Fig. 1: cell sizes after repair
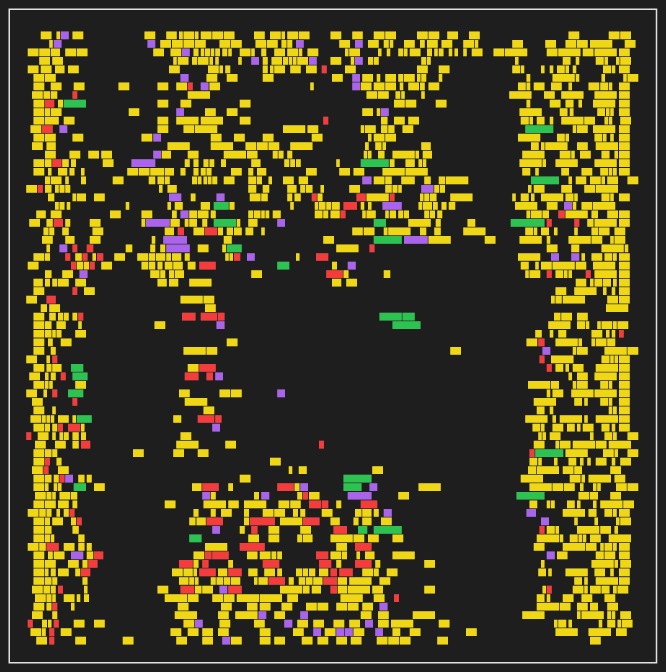
Fig. 2: clock network drawn from the DEF
Bar = 50 um.
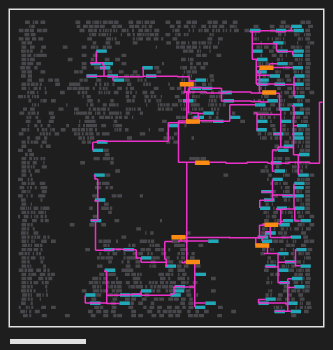
==> config.mk <==
export PLATFORM = sky130hd
export DESIGN_NAME = mem_stage_flat
export DESIGN_NICKNAME = d
export VERILOG_FILES = /design/src/rtl/mem_stage_pkg.sv /design/src/rtl/mem_stage_if.sv /design/src/rtl/mem_stage_load_align.sv /design/src/rtl/mem_stage.sv /design/src/flat_wrapper.sv
export SDC_FILE = /design/constraint.sdc
export NUM_CORES = 1
export LEC_CHECK = 0
export ABC_CLOCK_PERIOD_IN_PS = 2240
export CORE_AREA = 5 5 201 203
export CTS_CLUSTER_DIAMETER = 100
export DETAILED_ROUTE_END_ITERATION = 16
export DIE_AREA = 0 0 206 208
export GPL_TIMING_DRIVEN = 0
export SLEW_MARGIN = 5
export SYNTH_ARGS = -nofsm -noshare
export SYNTH_HDL_FRONTEND = slang
export SYNTH_SLANG_ARGS = --single-unit
==> constraint.sdc <==
create_clock -name Clk -period 2.24 [get_ports Clk]
set_input_delay 0.224 -clock Clk [delete_from_list [all_inputs] [get_ports Clk]]
set_output_delay 0.224 -clock Clk [all_outputs]
set_load 0.02 [all_outputs]
==> src/rtl/mem_stage_pkg.sv <==
// Shared types and constants for the memory-access pipeline stage.
package mem_stage_pkg;

   localparam int unsigned XLEN  = 32;
   localparam int unsigned CNT_W = 8;
   localparam int unsigned BE_W  = 4;
   localparam int unsigned RW_W  = 5;

   typedef enum logic {
      IDLE = 1'b0,
      WAIT = 1'b1
   } state_e;

   localparam logic [XLEN-1:0] LINK_OFFSET = 32'd4;

   localparam logic [BE_W-1:0] BE_NONE  = 4'h0;
   localparam logic [BE_W-1:0] BE_BYTE0 = 4'h1;
   localparam logic [BE_W-1:0] BE_WORD  = 4'hF;

   // One-hot byte lane for a sub-word store at the given address offset.
   function automatic logic [BE_W-1:0] byte_be(input logic [1:0] ofs);
      return BE_BYTE0 << ofs;
   endfunction

endpackage

==> src/rtl/mem_stage_if.sv <==
// Data-memory request/acknowledge bus between the MEM stage and the data memory.
interface mem_stage_if;
   import mem_stage_pkg::*;

   logic [XLEN-1:0] Daddr;
   logic [XLEN-1:0] Dwdata;
   logic [BE_W-1:0] Dbe;
   logic            Dreq;
   logic            Dwe;
   logic [XLEN-1:0] Drdata;
   logic            Dack;

   modport master (
      output Daddr, Dwdata, Dbe, Dreq, Dwe,
      input  Drdata, Dack
   );

   modport slave (
      input  Daddr, Dwdata, Dbe, Dreq, Dwe,
      output Drdata, Dack
   );

endinterface

==> src/rtl/mem_stage_load_align.sv <==
// Load-data alignment: picks the addressed byte and sign-extends it for LB.
module mem_stage_load_align
   import mem_stage_pkg::*;
(
   input  logic [XLEN-1:0] rdata,
   input  logic [1:0]      ofs,
   input  logic            lb,
   output logic [XLEN-1:0] data_c
);

   logic [7:0] sel_byte;

   always_comb begin
      sel_byte = rdata[7:0];
      case (ofs)
         2'd0:    sel_byte = rdata[7:0];
         2'd1:    sel_byte = rdata[15:8];
         2'd2:    sel_byte = rdata[23:16];
         default: sel_byte = rdata[31:24];
      endcase
      data_c = lb ? {{(XLEN-8){sel_byte[7]}}, sel_byte} : rdata;
   end

endmodule

==> src/rtl/mem_stage.sv <==
// MEM stage: data-memory handshake with timeout, branch/jump redirect,
// HI/LO writes and the MEM/WB pipeline register.
module mem_stage
   import mem_stage_pkg::*;
#(
   parameter int unsigned TIMEOUT = 16
)(
   input  logic             Clk,
   input  logic             Rst_n,
   input  logic             Branch_beq,
   input  logic             Branch_bne,
   input  logic             Bgez,
   input  logic             Bgtz,
   input  logic             Blez,
   input  logic             Bltz,
   input  logic             Jump,
   input  logic             Jal,
   input  logic             Jalr,
   input  logic             MemRead,
   input  logic             MemWr,
   input  logic             MemtoReg,
   input  logic             RegWr,
   input  logic             B,
   input  logic             LB,
   input  logic             Zero,
   input  logic             Of,
   input  logic             ZBgez,
   input  logic             ZBgtz,
   input  logic             MTHI,
   input  logic             MTLO,
   input  logic [XLEN-1:0]  PC,
   input  logic [XLEN-1:0]  BPC,
   input  logic [XLEN-1:0]  Result,
   input  logic [XLEN-1:0]  BusA,
   input  logic [XLEN-1:0]  BusB,
   input  logic [XLEN-1:0]  HiRe,
   input  logic [XLEN-1:0]  LoRe,
   input  logic [25:0]      Target,
   input  logic [RW_W-1:0]  Rw,
   mem_stage_if.master      dmem,
   output logic             Stall,
   output logic             Flush,
   output logic [XLEN-1:0]  NextPC,
   output logic             RegWr_wb,
   output logic [RW_W-1:0]  Rw_wb,
   output logic [XLEN-1:0]  WbData_wb,
   output logic [XLEN-1:0]  Hi,
   output logic [XLEN-1:0]  Lo,
   output logic             MemErr
);

   state_e           state_q, state_d;
   logic [CNT_W-1:0] cnt_q, cnt_d;
   logic             access;
   logic             dreq;
   logic             completing;
   logic             timed_out;
   logic             br_taken;
   logic [XLEN-1:0]  aligned;
   logic [XLEN-1:0]  ld_data;
   logic [XLEN-1:0]  wb_data;

   assign access = MemRead | MemWr;

   // State and wait-counter register.
   always_ff @(posedge Clk) begin
      if (!Rst_n) begin
         state_q <= IDLE;
         cnt_q   <= '0;
      end else begin
         state_q <= state_d;
         cnt_q   <= cnt_d;
      end
   end

   // Handshake sequencing; a timeout completes the access with zeroed read data.
   always_comb begin
      state_d    = state_q;
      cnt_d      = cnt_q;
      dreq       = 1'b0;
      completing = 1'b0;
      timed_out  = 1'b0;
      case (state_q)
         IDLE: begin
            if (access) begin
               dreq = 1'b1;
               if (dmem.Dack) begin
                  completing = 1'b1;
               end else begin
                  state_d = WAIT;
                  cnt_d   = '0;
               end
            end
         end
         WAIT: begin
            dreq  = 1'b1;
            cnt_d = cnt_q + CNT_W'(1);
            if (dmem.Dack) begin
               completing = 1'b1;
               state_d    = IDLE;
            end else if (cnt_q == CNT_W'(TIMEOUT - 1)) begin
               completing = 1'b1;
               timed_out  = 1'b1;
               state_d    = IDLE;
            end
         end
         default: state_d = IDLE;
      endcase
   end

   assign Stall       = access & ~completing;
   assign dmem.Dreq   = dreq;
   assign dmem.Dwe    = dreq & MemWr;
   assign dmem.Daddr  = {Result[XLEN-1:2], 2'b00};
   assign dmem.Dwdata = B ? {4{BusB[7:0]}} : BusB;
   assign dmem.Dbe    = !access        ? BE_NONE :
                        (MemWr & B)    ? byte_be(Result[1:0]) : BE_WORD;

   mem_stage_load_align u_load_align (
      .rdata  (dmem.Drdata),
      .ofs    (Result[1:0]),
      .lb     (LB),
      .data_c (aligned)
   );

   assign ld_data = timed_out ? '0 : aligned;

   always_comb begin
      wb_data = Result;
      if (Jal | Jalr)    wb_data = PC + LINK_OFFSET;
      else if (MemtoReg) wb_data = ld_data;
   end

   assign br_taken = (Branch_beq & Zero)  | (Branch_bne & ~Zero)  |
                     (Bgez & ZBgez)       | (Bgtz & ZBgtz)        |
                     (Blez & ~ZBgtz)      | (Bltz & ~ZBgez);

   // Redirect priority: register jump, then absolute jump, then branch.
   always_comb begin
      Flush  = 1'b0;
      NextPC = '0;
      if (Jalr) begin
         Flush  = 1'b1;
         NextPC = BusA;
      end else if (Jump | Jal) begin
         Flush  = 1'b1;
         NextPC = {PC[31:28], Target, 2'b00};
      end else if (br_taken) begin
         Flush  = 1'b1;
         NextPC = BPC;
      end
   end

   // MEM/WB register, HI/LO and sticky error flag; stalled cycles write a bubble.
   always_ff @(posedge Clk) begin
      if (!Rst_n) begin
         RegWr_wb  <= 1'b0;
         Rw_wb     <= '0;
         WbData_wb <= '0;
         Hi        <= '0;
         Lo        <= '0;
         MemErr    <= 1'b0;
      end else begin
         if (Stall) begin
            RegWr_wb  <= 1'b0;
            Rw_wb     <= '0;
            WbData_wb <= '0;
         end else begin
            RegWr_wb  <= RegWr & ~Of;
            Rw_wb     <= Rw;
            WbData_wb <= wb_data;
         end
         if (!Stall && MTHI) Hi <= HiRe;
         if (!Stall && MTLO) Lo <= LoRe;
         if (timed_out)      MemErr <= 1'b1;
      end
   end

endmodule

==> src/flat_wrapper.sv <==
// flat-port wrapper written by rule: the top's interface ports become plain ports
module mem_stage_flat import mem_stage_pkg::*;
#(
   parameter int unsigned TIMEOUT = 16
)
  (Clk, Rst_n, Branch_beq, Branch_bne, Bgez, Bgtz, Blez, Bltz, Jump, Jal, Jalr, MemRead, MemWr, MemtoReg, RegWr, B, LB, Zero, Of, ZBgez, ZBgtz, MTHI, MTLO, PC, BPC, Result, BusA, BusB, HiRe, LoRe, Target, Rw, Stall, Flush, NextPC, RegWr_wb, Rw_wb, WbData_wb, Hi, Lo, MemErr, dmem_Daddr, dmem_Dwdata, dmem_Dbe, dmem_Dreq, dmem_Dwe, dmem_Drdata, dmem_Dack);
  mem_stage_if dmem_i ();
  input  logic Clk;
  input  logic Rst_n;
  input  logic Branch_beq;
  input  logic Branch_bne;
  input  logic Bgez;
  input  logic Bgtz;
  input  logic Blez;
  input  logic Bltz;
  input  logic Jump;
  input  logic Jal;
  input  logic Jalr;
  input  logic MemRead;
  input  logic MemWr;
  input  logic MemtoReg;
  input  logic RegWr;
  input  logic B;
  input  logic LB;
  input  logic Zero;
  input  logic Of;
  input  logic ZBgez;
  input  logic ZBgtz;
  input  logic MTHI;
  input  logic MTLO;
  input  logic [XLEN-1:0] PC;
  input  logic [XLEN-1:0] BPC;
  input  logic [XLEN-1:0] Result;
  input  logic [XLEN-1:0] BusA;
  input  logic [XLEN-1:0] BusB;
  input  logic [XLEN-1:0] HiRe;
  input  logic [XLEN-1:0] LoRe;
  input  logic [25:0] Target;
  input  logic [RW_W-1:0] Rw;
  output logic Stall;
  output logic Flush;
  output logic [XLEN-1:0] NextPC;
  output logic RegWr_wb;
  output logic [RW_W-1:0] Rw_wb;
  output logic [XLEN-1:0] WbData_wb;
  output logic [XLEN-1:0] Hi;
  output logic [XLEN-1:0] Lo;
  output logic MemErr;
  output wire logic [$bits(dmem_i.Daddr)-1:0] dmem_Daddr;
  output wire logic [$bits(dmem_i.Dwdata)-1:0] dmem_Dwdata;
  output wire logic [$bits(dmem_i.Dbe)-1:0] dmem_Dbe;
  output wire logic [$bits(dmem_i.Dreq)-1:0] dmem_Dreq;
  output wire logic [$bits(dmem_i.Dwe)-1:0] dmem_Dwe;
  input wire logic [$bits(dmem_i.Drdata)-1:0] dmem_Drdata;
  input wire logic [$bits(dmem_i.Dack)-1:0] dmem_Dack;
  assign dmem_Daddr = dmem_i.Daddr;
  assign dmem_Dwdata = dmem_i.Dwdata;
  assign dmem_Dbe = dmem_i.Dbe;
  assign dmem_Dreq = dmem_i.Dreq;
  assign dmem_Dwe = dmem_i.Dwe;
  assign dmem_i.Drdata = dmem_Drdata;
  assign dmem_i.Dack = dmem_Dack;
  mem_stage #(.TIMEOUT(TIMEOUT)) u_core (.Clk(Clk), .Rst_n(Rst_n), .Branch_beq(Branch_beq), .Branch_bne(Branch_bne), .Bgez(Bgez), .Bgtz(Bgtz), .Blez(Blez), .Bltz(Bltz), .Jump(Jump), .Jal(Jal), .Jalr(Jalr), .MemRead(MemRead), .MemWr(MemWr), .MemtoReg(MemtoReg), .RegWr(RegWr), .B(B), .LB(LB), .Zero(Zero), .Of(Of), .ZBgez(ZBgez), .ZBgtz(ZBgtz), .MTHI(MTHI), .MTLO(MTLO), .PC(PC), .BPC(BPC), .Result(Result), .BusA(BusA), .BusB(BusB), .HiRe(HiRe), .LoRe(LoRe), .Target(Target), .Rw(Rw), .dmem(dmem_i), .Stall(Stall), .Flush(Flush), .NextPC(NextPC), .RegWr_wb(RegWr_wb), .Rw_wb(Rw_wb), .WbData_wb(WbData_wb), .Hi(Hi), .Lo(Lo), .MemErr(MemErr));
endmodule
==> job_summary.md <==
## Synthesis and layout report

| Metric | Value |
|---|---|
| Layout Nets | `about 1700` |
| Sequential logic power | `2.14 mW` |
| Switching power total | `1.991 mW` |
| Critical-path maximum fanout | `10` |
| Logic depth of the worst register-to-register path | `8` |
| Average vias per placed instance | `approximately 4.4` |
| Worst Max-Slew Pin Slew | `854.7 ps` |
| Finished Core Util | `between 30% and 40%` |
| Reg2reg end | `u_core.WbData_wb[13]$_SDFF_PP0_` |
| Xor/xnor cell area share of the yosys netlist | `3.803%` |
| Most instantiated library cell after synthesis | `sky130_fd_sc_hd__nand2_1` |
| Number of top-level pins | `between 500 and 600` |
| Power per cell area | `~470 nW/um2` |
| Post-synth EDFFs | `0` |
| Synthesis area per yosys | `~6900 um2` |
| Number of hold violations in the final report | `0` |
| Crit path to | `NextPC[3]` |
| Share of post-route cells with drive strength above 1 | `13.95%` |
| Largest contributor to cell area by class | `buffers` |
| Overall fraction of global-route tracks in use | `a little under a fifth` |
| Root buffer selected by CTS | `sky130_fd_sc_hd__clkbuf_16` |
| Proportion of total power due to net switching | `about a third` |
| DP HPWL | `about 37 mm` |
| First drt pass iteration count | `5` |
| Largest registers | `u_core.Hi: 32 flops, u_core.Lo: 32 flops, u_core.WbData_wb: 32 flops` |
| Final Skew | `6.085 ps` |
| Initial antenna violation count | `14` |
| Cell area after synthesis | `roughly 6900 um2` |
| Remaining DRCs | `0` |
| Clock power frac | `28.4%` |
| Launching element type of the critical path | `input port` |
| Global route overflow | `0` |
| Cell internal power dissipation | `4.133 mW` |
| Final WL | `approximately 43 mm` |
| Portion of total power attributed to combinational logic | `between 30% and 40%` |
| N_diodes | `4` |
| Final worst-path cycle share | `a little over nine tenths` |
| Startpoint of the most critical setup path | `Jal` |
| Setup total negative slack | `0 ps` |
| Result of the run | `finished clean` |
| Non-clk invs | `31` |
| Seq pwr share | `a little over a third` |
| Worst hold path stage count | `3` |
| Number of setup violations in the final report | `0` |
| Slack of the worst reg-to-reg path | `approximately 170 ps` |
| Place WS | `-706.9 ps` |
| Post-synthesis simple-gate area fraction | `around 23%` |
| Warnings, synthesis | `0` |
| Cell type with the highest aggregate area in the netlist | `sky130_fd_sc_hd__dfxtp_1` |
Notes on Fig. 1 above:
- purple: drive 3 to 4 (cells 66)
- yellow: drive 1 or less (cells 1221)
- green: drive 6 and up (cells 26)
- red: drive 2 (cells 106)
total non-filler cell area in the finished layout: 13050 um2
Non-clock buffers: 626
minimum setup slack in the final design: 57.50 ps

Notes on Fig. 2 above:
- orange: cells driving clock nets (count 9)
- cyan: flip-flops (count 112)
- magenta: clock wires (length 1740 um)
- routed clock nets: 10
- flops lie: all over the die
clk ins delay skew pair: 360 ps
clock group total power: 1.74 mW

repair_timing:
item,4_1_cts,5_1_grt
resized,128,38
setup buffers,4,0
gates cloned,2,0
pin swaps,2,2
setup endpoints to repair,37,35
worst max-delay path, stage by stage:
cell and delay [ps]:
sky130_fd_sc_hd__clkdlybuf4s50_1 490, sky130_fd_sc_hd__nor2_1 210, sky130_fd_sc_hd__clkbuf_2 240, sky130_fd_sc_hd__and3_1 200, sky130_fd_sc_hd__a21oi_2 50, sky130_fd_sc_hd__o21ai_0 190, sky130_fd_sc_hd__dlygate4sd1_1 350
metal layers:
layer  wire length (um)  part of all wire, %  up-vias  track usage, %
li1                   -                    -     4091               -
met1              13730                   32     3906           17.14
met2              23320                   54      444           37.52
met3               4092                  9.5       76           6.587
met4               1780                  4.1       12           7.480
met5                 58                 0.13        -               0
Power is estimated from default activity; no workload was simulated.
